### config.mk
export PLATFORM = sky130hd
export DESIGN_NAME = cache_port_arbiter_flat
export DESIGN_NICKNAME = d
export VERILOG_FILES = /design/src/rtl/cache_port_arbiter_if.sv /design/src/rtl/cache_port_arbiter.sv /design/src/flat_wrapper.sv
export SDC_FILE = /design/constraint.sdc
export NUM_CORES = 1
export LEC_CHECK = 0
export ABC_CLOCK_PERIOD_IN_PS = 1390
export CAP_MARGIN = 5
export CORE_MARGIN = 3
export CORE_UTILIZATION = 35
export CTS_CLUSTER_SIZE = 28
export DETAILED_ROUTE_END_ITERATION = 8
export GPL_TIMING_DRIVEN = 0
export HOLD_SLACK_MARGIN = 0.15
export PLACE_DENSITY = 0.76
export REMOVE_ABC_BUFFERS = 1
export SLEW_MARGIN = 5
export SYNTH_ARGS = -nofsm -noshare
export SYNTH_HDL_FRONTEND = slang
export SYNTH_SLANG_ARGS = --single-unit
### constraint.sdc
create_clock -name clk -period 1.39 [get_ports clk]
set_input_delay 0.139 -clock clk [delete_from_list [all_inputs] [get_ports clk]]
set_output_delay 0.139 -clock clk [all_outputs]
set_load 0.02 [all_outputs]
### src/rtl/cache_port_arbiter_if.sv
// Requester-side and cache-side signal bundle for cache_port_arbiter.
// master = the arbiter itself, slave = core/MMU front-end plus cache.
interface cache_port_arbiter_if;
   logic        i_req;
   logic [31:0] i_addr;
   logic        i_ack;
   logic [31:0] i_rdata;
   logic        d_req;
   logic        d_we;
   logic [31:0] d_addr;
   logic [31:0] d_wdata;
   logic [3:0]  d_wstrb;
   logic        d_ack;
   logic [31:0] d_rdata;
   logic        err;
   logic [31:0] c_araddr;
   logic        c_arvalid;
   logic        c_arready;
   logic [31:0] c_rdata;
   logic [1:0]  c_rresp;
   logic        c_rvalid;
   logic        c_rready;
   logic [31:0] c_awaddr;
   logic        c_awvalid;
   logic        c_awready;
   logic [31:0] c_wdata;
   logic [3:0]  c_wstrb;
   logic        c_wvalid;
   logic        c_wready;
   logic [1:0]  c_bresp;
   logic        c_bvalid;
   logic        c_bready;

   modport master (
      input  i_req, i_addr, d_req, d_we, d_addr, d_wdata, d_wstrb,
      input  c_arready, c_rdata, c_rresp, c_rvalid,
      input  c_awready, c_wready, c_bresp, c_bvalid,
      output i_ack, i_rdata, d_ack, d_rdata, err,
      output c_araddr, c_arvalid, c_rready,
      output c_awaddr, c_awvalid, c_wdata, c_wstrb, c_wvalid, c_bready
   );

   modport slave (
      output i_req, i_addr, d_req, d_we, d_addr, d_wdata, d_wstrb,
      output c_arready, c_rdata, c_rresp, c_rvalid,
      output c_awready, c_wready, c_bresp, c_bvalid,
      input  i_ack, i_rdata, d_ack, d_rdata, err,
      input  c_araddr, c_arvalid, c_rready,
      input  c_awaddr, c_awvalid, c_wdata, c_wstrb, c_wvalid, c_bready
   );
endinterface

### src/rtl/cache_port_arbiter.sv
// Serialises I-fetch reads and D reads/writes onto one AXI-lite cache
// port, one outstanding transaction at a time.
module cache_port_arbiter #(
   parameter bit PRIO_D = 1'b0
) (
   input logic                  clk,
   input logic                  rst,
   cache_port_arbiter_if.master bus
);
   localparam logic [2:0] S_IDLE = 3'd0;
   localparam logic [2:0] S_AR   = 3'd1;
   localparam logic [2:0] S_R    = 3'd2;
   localparam logic [2:0] S_WR   = 3'd3;
   localparam logic [2:0] S_B    = 3'd4;
   localparam logic [2:0] S_ACK  = 3'd5;

   logic [2:0]  state_q, state_d;
   logic        last_d_q, last_d_d;
   logic        port_d_q, port_d_d;
   logic        we_q, we_d;
   logic [31:0] addr_q, addr_d;
   logic [31:0] wdata_q, wdata_d;
   logic [3:0]  wstrb_q, wstrb_d;
   logic        arvalid_q, arvalid_d;
   logic        rready_q, rready_d;
   logic        awvalid_q, awvalid_d;
   logic        wvalid_q, wvalid_d;
   logic        bready_q, bready_d;
   logic        i_ack_q, i_ack_d;
   logic        d_ack_q, d_ack_d;
   logic        err_q, err_d;
   logic [31:0] i_rdata_q, i_rdata_d;
   logic [31:0] d_rdata_q, d_rdata_d;
   logic        gnt_d, aw_hs, w_hs;

   // D wins when alone, when prioritised, or when I was served last
   assign gnt_d = bus.d_req & (~bus.i_req | PRIO_D | ~last_d_q);
   assign aw_hs = awvalid_q & bus.c_awready;
   assign w_hs  = wvalid_q & bus.c_wready;

   // Next-state logic: arbitration and AXI channel sequencing
   always_comb begin
      state_d   = state_q;
      last_d_d  = last_d_q;
      port_d_d  = port_d_q;
      we_d      = we_q;
      addr_d    = addr_q;
      wdata_d   = wdata_q;
      wstrb_d   = wstrb_q;
      arvalid_d = arvalid_q;
      rready_d  = rready_q;
      awvalid_d = awvalid_q;
      wvalid_d  = wvalid_q;
      bready_d  = bready_q;
      i_rdata_d = i_rdata_q;
      d_rdata_d = d_rdata_q;
      i_ack_d   = 1'b0;
      d_ack_d   = 1'b0;
      err_d     = 1'b0;
      case (state_q)
         S_IDLE: begin
            if (bus.i_req | bus.d_req) begin
               port_d_d = gnt_d;
               last_d_d = gnt_d;
               we_d     = gnt_d & bus.d_we;
               addr_d   = gnt_d ? {bus.d_addr[31:2], 2'b00}
                                : {bus.i_addr[31:2], 2'b00};
               wdata_d  = bus.d_wdata;
               wstrb_d  = bus.d_wstrb;
               if (gnt_d & bus.d_we) begin
                  awvalid_d = 1'b1;
                  wvalid_d  = 1'b1;
                  state_d   = S_WR;
               end else begin
                  arvalid_d = 1'b1;
                  state_d   = S_AR;
               end
            end
         end
         S_AR: begin
            if (arvalid_q & bus.c_arready) begin
               arvalid_d = 1'b0;
               rready_d  = 1'b1;
               state_d   = S_R;
            end
         end
         S_R: begin
            if (bus.c_rvalid & rready_q) begin
               rready_d = 1'b0;
               err_d    = bus.c_rresp[1];
               if (port_d_q) begin
                  d_rdata_d = bus.c_rdata;
                  d_ack_d   = 1'b1;
               end else begin
                  i_rdata_d = bus.c_rdata;
                  i_ack_d   = 1'b1;
               end
               state_d = S_ACK;
            end
         end
         S_WR: begin
            if (aw_hs) awvalid_d = 1'b0;
            if (w_hs)  wvalid_d  = 1'b0;
            if ((~awvalid_q | aw_hs) & (~wvalid_q | w_hs)) begin
               bready_d = 1'b1;
               state_d  = S_B;
            end
         end
         S_B: begin
            if (bus.c_bvalid & bready_q) begin
               bready_d = 1'b0;
               d_ack_d  = 1'b1;
               err_d    = bus.c_bresp[1];
               state_d  = S_ACK;
            end
         end
         S_ACK:   state_d = S_IDLE;
         default: state_d = S_IDLE;
      endcase
   end

   // State registers; reset abandons any transaction in flight
   always_ff @(posedge clk) begin
      if (rst) begin
         state_q   <= S_IDLE;
         last_d_q  <= 1'b1;
         port_d_q  <= 1'b0;
         we_q      <= 1'b0;
         addr_q    <= '0;
         wdata_q   <= '0;
         wstrb_q   <= '0;
         arvalid_q <= 1'b0;
         rready_q  <= 1'b0;
         awvalid_q <= 1'b0;
         wvalid_q  <= 1'b0;
         bready_q  <= 1'b0;
         i_ack_q   <= 1'b0;
         d_ack_q   <= 1'b0;
         err_q     <= 1'b0;
         i_rdata_q <= '0;
         d_rdata_q <= '0;
      end else begin
         state_q   <= state_d;
         last_d_q  <= last_d_d;
         port_d_q  <= port_d_d;
         we_q      <= we_d;
         addr_q    <= addr_d;
         wdata_q   <= wdata_d;
         wstrb_q   <= wstrb_d;
         arvalid_q <= arvalid_d;
         rready_q  <= rready_d;
         awvalid_q <= awvalid_d;
         wvalid_q  <= wvalid_d;
         bready_q  <= bready_d;
         i_ack_q   <= i_ack_d;
         d_ack_q   <= d_ack_d;
         err_q     <= err_d;
         i_rdata_q <= i_rdata_d;
         d_rdata_q <= d_rdata_d;
      end
   end

   assign bus.i_ack     = i_ack_q;
   assign bus.i_rdata   = i_rdata_q;
   assign bus.d_ack     = d_ack_q;
   assign bus.d_rdata   = d_rdata_q;
   assign bus.err       = err_q;
   assign bus.c_araddr  = addr_q;
   assign bus.c_arvalid = arvalid_q;
   assign bus.c_rready  = rready_q;
   assign bus.c_awaddr  = addr_q;
   assign bus.c_awvalid = awvalid_q;
   assign bus.c_wdata   = wdata_q;
   assign bus.c_wstrb   = wstrb_q;
   assign bus.c_wvalid  = wvalid_q;
   assign bus.c_bready  = bready_q;
endmodule

### src/flat_wrapper.sv
// flat-port wrapper written by rule: the top's interface ports become plain ports
module cache_port_arbiter_flat 
#(
   parameter bit PRIO_D = 1'b0
)
  (clk, rst, bus_i_req, bus_i_addr, bus_d_req, bus_d_we, bus_d_addr, bus_d_wdata, bus_d_wstrb, bus_c_arready, bus_c_rdata, bus_c_rresp, bus_c_rvalid, bus_c_awready, bus_c_wready, bus_c_bresp, bus_c_bvalid, bus_i_ack, bus_i_rdata, bus_d_ack, bus_d_rdata, bus_err, bus_c_araddr, bus_c_arvalid, bus_c_rready, bus_c_awaddr, bus_c_awvalid, bus_c_wdata, bus_c_wstrb, bus_c_wvalid, bus_c_bready);
  cache_port_arbiter_if bus_i ();
  input logic clk;
  input logic rst;
  input wire logic [$bits(bus_i.i_req)-1:0] bus_i_req;
  input wire logic [$bits(bus_i.i_addr)-1:0] bus_i_addr;
  input wire logic [$bits(bus_i.d_req)-1:0] bus_d_req;
  input wire logic [$bits(bus_i.d_we)-1:0] bus_d_we;
  input wire logic [$bits(bus_i.d_addr)-1:0] bus_d_addr;
  input wire logic [$bits(bus_i.d_wdata)-1:0] bus_d_wdata;
  input wire logic [$bits(bus_i.d_wstrb)-1:0] bus_d_wstrb;
  input wire logic [$bits(bus_i.c_arready)-1:0] bus_c_arready;
  input wire logic [$bits(bus_i.c_rdata)-1:0] bus_c_rdata;
  input wire logic [$bits(bus_i.c_rresp)-1:0] bus_c_rresp;
  input wire logic [$bits(bus_i.c_rvalid)-1:0] bus_c_rvalid;
  input wire logic [$bits(bus_i.c_awready)-1:0] bus_c_awready;
  input wire logic [$bits(bus_i.c_wready)-1:0] bus_c_wready;
  input wire logic [$bits(bus_i.c_bresp)-1:0] bus_c_bresp;
  input wire logic [$bits(bus_i.c_bvalid)-1:0] bus_c_bvalid;
  output wire logic [$bits(bus_i.i_ack)-1:0] bus_i_ack;
  output wire logic [$bits(bus_i.i_rdata)-1:0] bus_i_rdata;
  output wire logic [$bits(bus_i.d_ack)-1:0] bus_d_ack;
  output wire logic [$bits(bus_i.d_rdata)-1:0] bus_d_rdata;
  output wire logic [$bits(bus_i.err)-1:0] bus_err;
  output wire logic [$bits(bus_i.c_araddr)-1:0] bus_c_araddr;
  output wire logic [$bits(bus_i.c_arvalid)-1:0] bus_c_arvalid;
  output wire logic [$bits(bus_i.c_rready)-1:0] bus_c_rready;
  output wire logic [$bits(bus_i.c_awaddr)-1:0] bus_c_awaddr;
  output wire logic [$bits(bus_i.c_awvalid)-1:0] bus_c_awvalid;
  output wire logic [$bits(bus_i.c_wdata)-1:0] bus_c_wdata;
  output wire logic [$bits(bus_i.c_wstrb)-1:0] bus_c_wstrb;
  output wire logic [$bits(bus_i.c_wvalid)-1:0] bus_c_wvalid;
  output wire logic [$bits(bus_i.c_bready)-1:0] bus_c_bready;
  assign bus_i.i_req = bus_i_req;
  assign bus_i.i_addr = bus_i_addr;
  assign bus_i.d_req = bus_d_req;
  assign bus_i.d_we = bus_d_we;
  assign bus_i.d_addr = bus_d_addr;
  assign bus_i.d_wdata = bus_d_wdata;
  assign bus_i.d_wstrb = bus_d_wstrb;
  assign bus_i.c_arready = bus_c_arready;
  assign bus_i.c_rdata = bus_c_rdata;
  assign bus_i.c_rresp = bus_c_rresp;
  assign bus_i.c_rvalid = bus_c_rvalid;
  assign bus_i.c_awready = bus_c_awready;
  assign bus_i.c_wready = bus_c_wready;
  assign bus_i.c_bresp = bus_c_bresp;
  assign bus_i.c_bvalid = bus_c_bvalid;
  assign bus_i_ack = bus_i.i_ack;
  assign bus_i_rdata = bus_i.i_rdata;
  assign bus_d_ack = bus_i.d_ack;
  assign bus_d_rdata = bus_i.d_rdata;
  assign bus_err = bus_i.err;
  assign bus_c_araddr = bus_i.c_araddr;
  assign bus_c_arvalid = bus_i.c_arvalid;
  assign bus_c_rready = bus_i.c_rready;
  assign bus_c_awaddr = bus_i.c_awaddr;
  assign bus_c_awvalid = bus_i.c_awvalid;
  assign bus_c_wdata = bus_i.c_wdata;
  assign bus_c_wstrb = bus_i.c_wstrb;
  assign bus_c_wvalid = bus_i.c_wvalid;
  assign bus_c_bready = bus_i.c_bready;
  cache_port_arbiter #(.PRIO_D(PRIO_D)) u_core (.clk(clk), .rst(rst), .bus(bus_i));
endmodule
==> changes_impl.md, run 1 <==
## Flow update

- Status: complete, but fails checks
- Failing checks: negative setup slack
- P_leak: 4.811 nW
- Final max-slew violation count: 0
- Grt peak-use layer: met2
- Internal Power: 11.21 mW
- Vias: 6321
- Cell type with the largest total area: dfxtp_1
- CP cell instances: nand3b_1, buf_6, buf_6, or3_4, nand2_2, a21oi_2
- CP Launch Type: flip-flop
- Core Density at Floorplan: 36.29%
- Worst min path class: input port to flip-flop
- Final setup margin: -0.1816 ns
- Die area: 0.01830 mm^2
- 1st-pass router iterations: 7
- Final hold vios: 0
- Post-Layout Cell Count: 1241
- Synth top area cells: dfxtp_1 49%, nand2_1 13%, a21oi_1 9.2%
- Largest cell class: buffers
- Hold-critical path endpoint: u_core.bus.d_rdata[30]
- M2 GR Usage: 45.77%
- Sw Ratio: 34.94%
- Initial DRC count: 186
- Routed len/inst: 19.88 um
- Final Setup Violations: 134
- Main power group: combinational logic
- R2R Path Start: u_core.state_q[0]
[run 1: registers in the layout, summed over array words and instances, names as in the netlist, 3 cells and up]
register and flops:
u_core.bus.c_wdata 32, u_core.bus.c_araddr 30, u_core.bus.i_rdata 32, u_core.state_q 3, u_core.bus.d_rdata 32, u_core.bus.c_wstrb 4
[run 1: repair_timing]
action	in CTS	in global routing
pin swaps	149	90
endpoints found under the setup margin	304	143
resized	369	149
cloned	33	0
endpoints found under the hold margin	51	0
setup buffers	49	14
[run 1: layer usage]
layer | wire length (um) | part of all wire, %
met5 | 0 | 0
met4 | 465 | 1.9
met3 | 1920 | 7.8
met2 | 12750 | 52
met1 | 9537 | 39
run_1/route_heat.png
Scale: 3 px per um. The die is cut into 27 by 27 equal tiles; dark blue is low, red is high, scaled to the fullest tile. Values are wire area over tile area, all layers added.
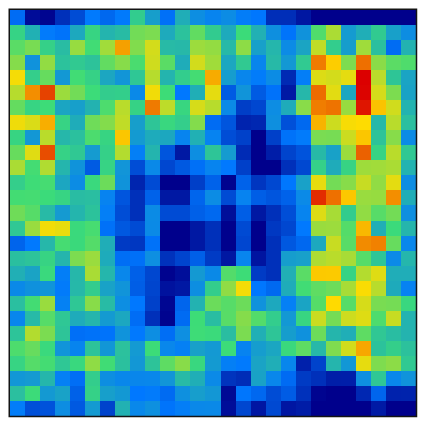
fullest tile	0.57
mean over tiles	0.22
tiles over half the peak	29%
nearly empty tiles	4.9%
emptiest ninth of the die	center

run_1/layers.png
Scale: 3 px per um. Two of the layers only.
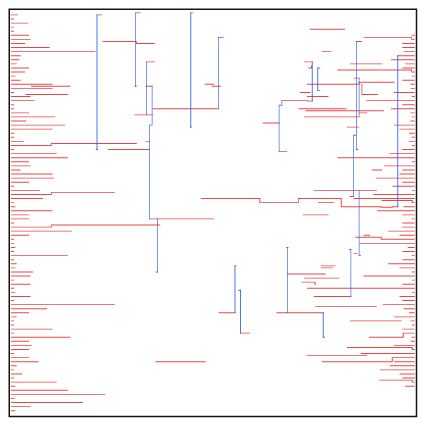
layer	color	wire length
M3	red	1920 um
M4	blue	466 um

run_1/ff_map.png
Scale: 4 px per um. Other sequential cells in the stronger gray, the rest of the logic in the fainter gray.
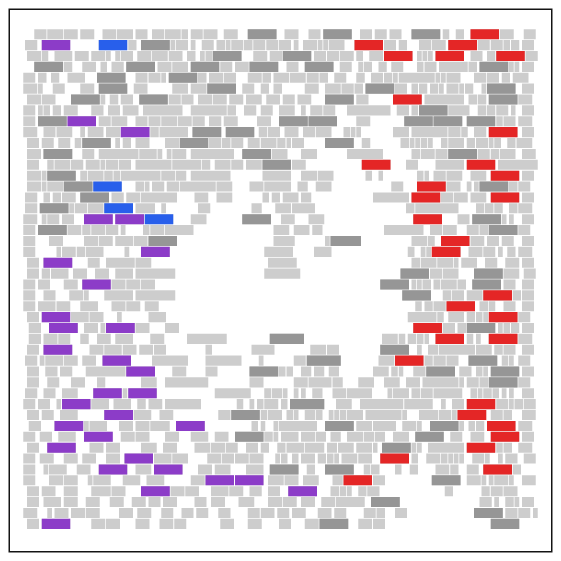
name in the netlist	color	flops
`u_core.bus.c_wstrb`	blue	4
`u_core.bus.c_araddr`	purple	30
`u_core.bus.i_rdata`	red	32

run_1/placed.png
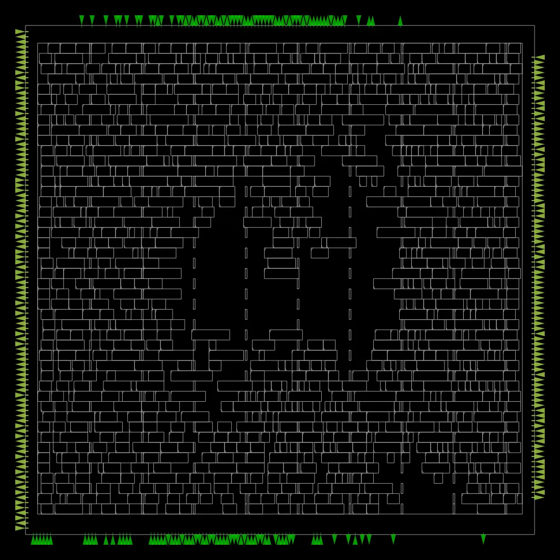
Seq/total area: 25.74%
tap cell count: 216
Placement Rows: 46
seq_cells: 143
Finished Core Util: 69.31%

==> run 2: changes to the inputs <==
- CAP_MARGIN: 5 -> unset
- CORE_UTILIZATION: 35 -> 38
- DONT_BUFFER_PORTS: unset -> 1
- PLACE_DENSITY: 0.76 -> unset
run_2/port_trees.png
Scale: 4 px per um.
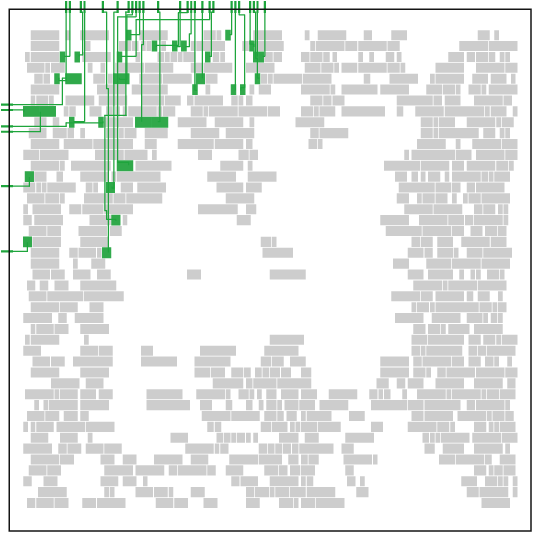
port	color	bits	direction	edge	end cells	buffers	wire
`bus_d_wdata`	green	32	input	26 top, 6 left	32	0	667 um

==> changes_impl.md, run 2 <==
## Flow update

- Worst min path class: input port to flip-flop
- 1st-pass router iterations: 4 (-3)
- Seq_cells: 143 (unchanged)
- Hold-critical path endpoint: u_core.bus.i_rdata[18]
- Met1 wire length: 7020 um (-26%)
- Finished Core Util: 53.30% (-16 points)
- Internal Power: 9.509 mW (-15%)
- Routed len/inst: 23.86 um (+20%)
- Metal2 WL: 11340 um (-11%)
- Status: complete, but fails checks
- Highest Signal Layer: met5
- Final max-slew violation count: 0 (unchanged)
- Final Setup Violations: 84 (-37%)
- Final setup margin: -0.09244 ns (+0.08917 ns)
- CP Launch Type: flip-flop
- WHS: -0.2200 ns
- Placement Rows: 44 (-4.3%)
- Vias: 4970 (-21%)
- Tap cell count: 184 (-15%)
- Final hold vios: 141 (+141)
- Post-Layout Cell Count: 881 (-29%)
- Initial DRC count: 204 (+9.7%)
- P_leak: 2.866 nW (-40%)
- Post-CTS sizing: 70 (-81%)
- Grt peak-use layer: met2
- Core Density at Floorplan: 39.49% (+3.2 points)
- Main power group: sequential cells
- Sw Ratio: 35.17% (+0.23 points)
- Failing checks: negative hold slack, negative setup slack
- CP cell instances: nand3b_1, buf_6, nor3_4, buf_12, buf_12, nand2_4, a21oi_2
- Cell type with the largest total area: dfxtp_1
- Synth top area cells: dfxtp_1 49%, nand2_1 13%, a21oi_1 9.2%
run 2: worst max-delay path by stage:
stage,start,end,cells past startpoint
finish,u_core.state_q[0],u_core.bus.i_rdata[24],7
global route,u_core.state_q[0],u_core.bus.i_rdata[24],7
CTS,u_core.state_q[2],u_core.bus.c_araddr[7],6
detailed placement,u_core.state_q[1],u_core.bus.d_rdata[4],4
global placement,u_core.last_d_q,u_core.bus.c_araddr[11],3
floorplan,u_core.last_d_q,u_core.bus.c_araddr[10],3
run 2: cells by family after synthesis:
group	count (synthesis)	synth area share (%)
AOI/OAI and AO/OA	151	17.33
buffers and inverters	89	9.756
DFF	143	48.95
muxes	30	5.135
other	1	0.06412
and+or+nand+nor	271	18.76
Power is estimated from default activity; no workload was simulated.
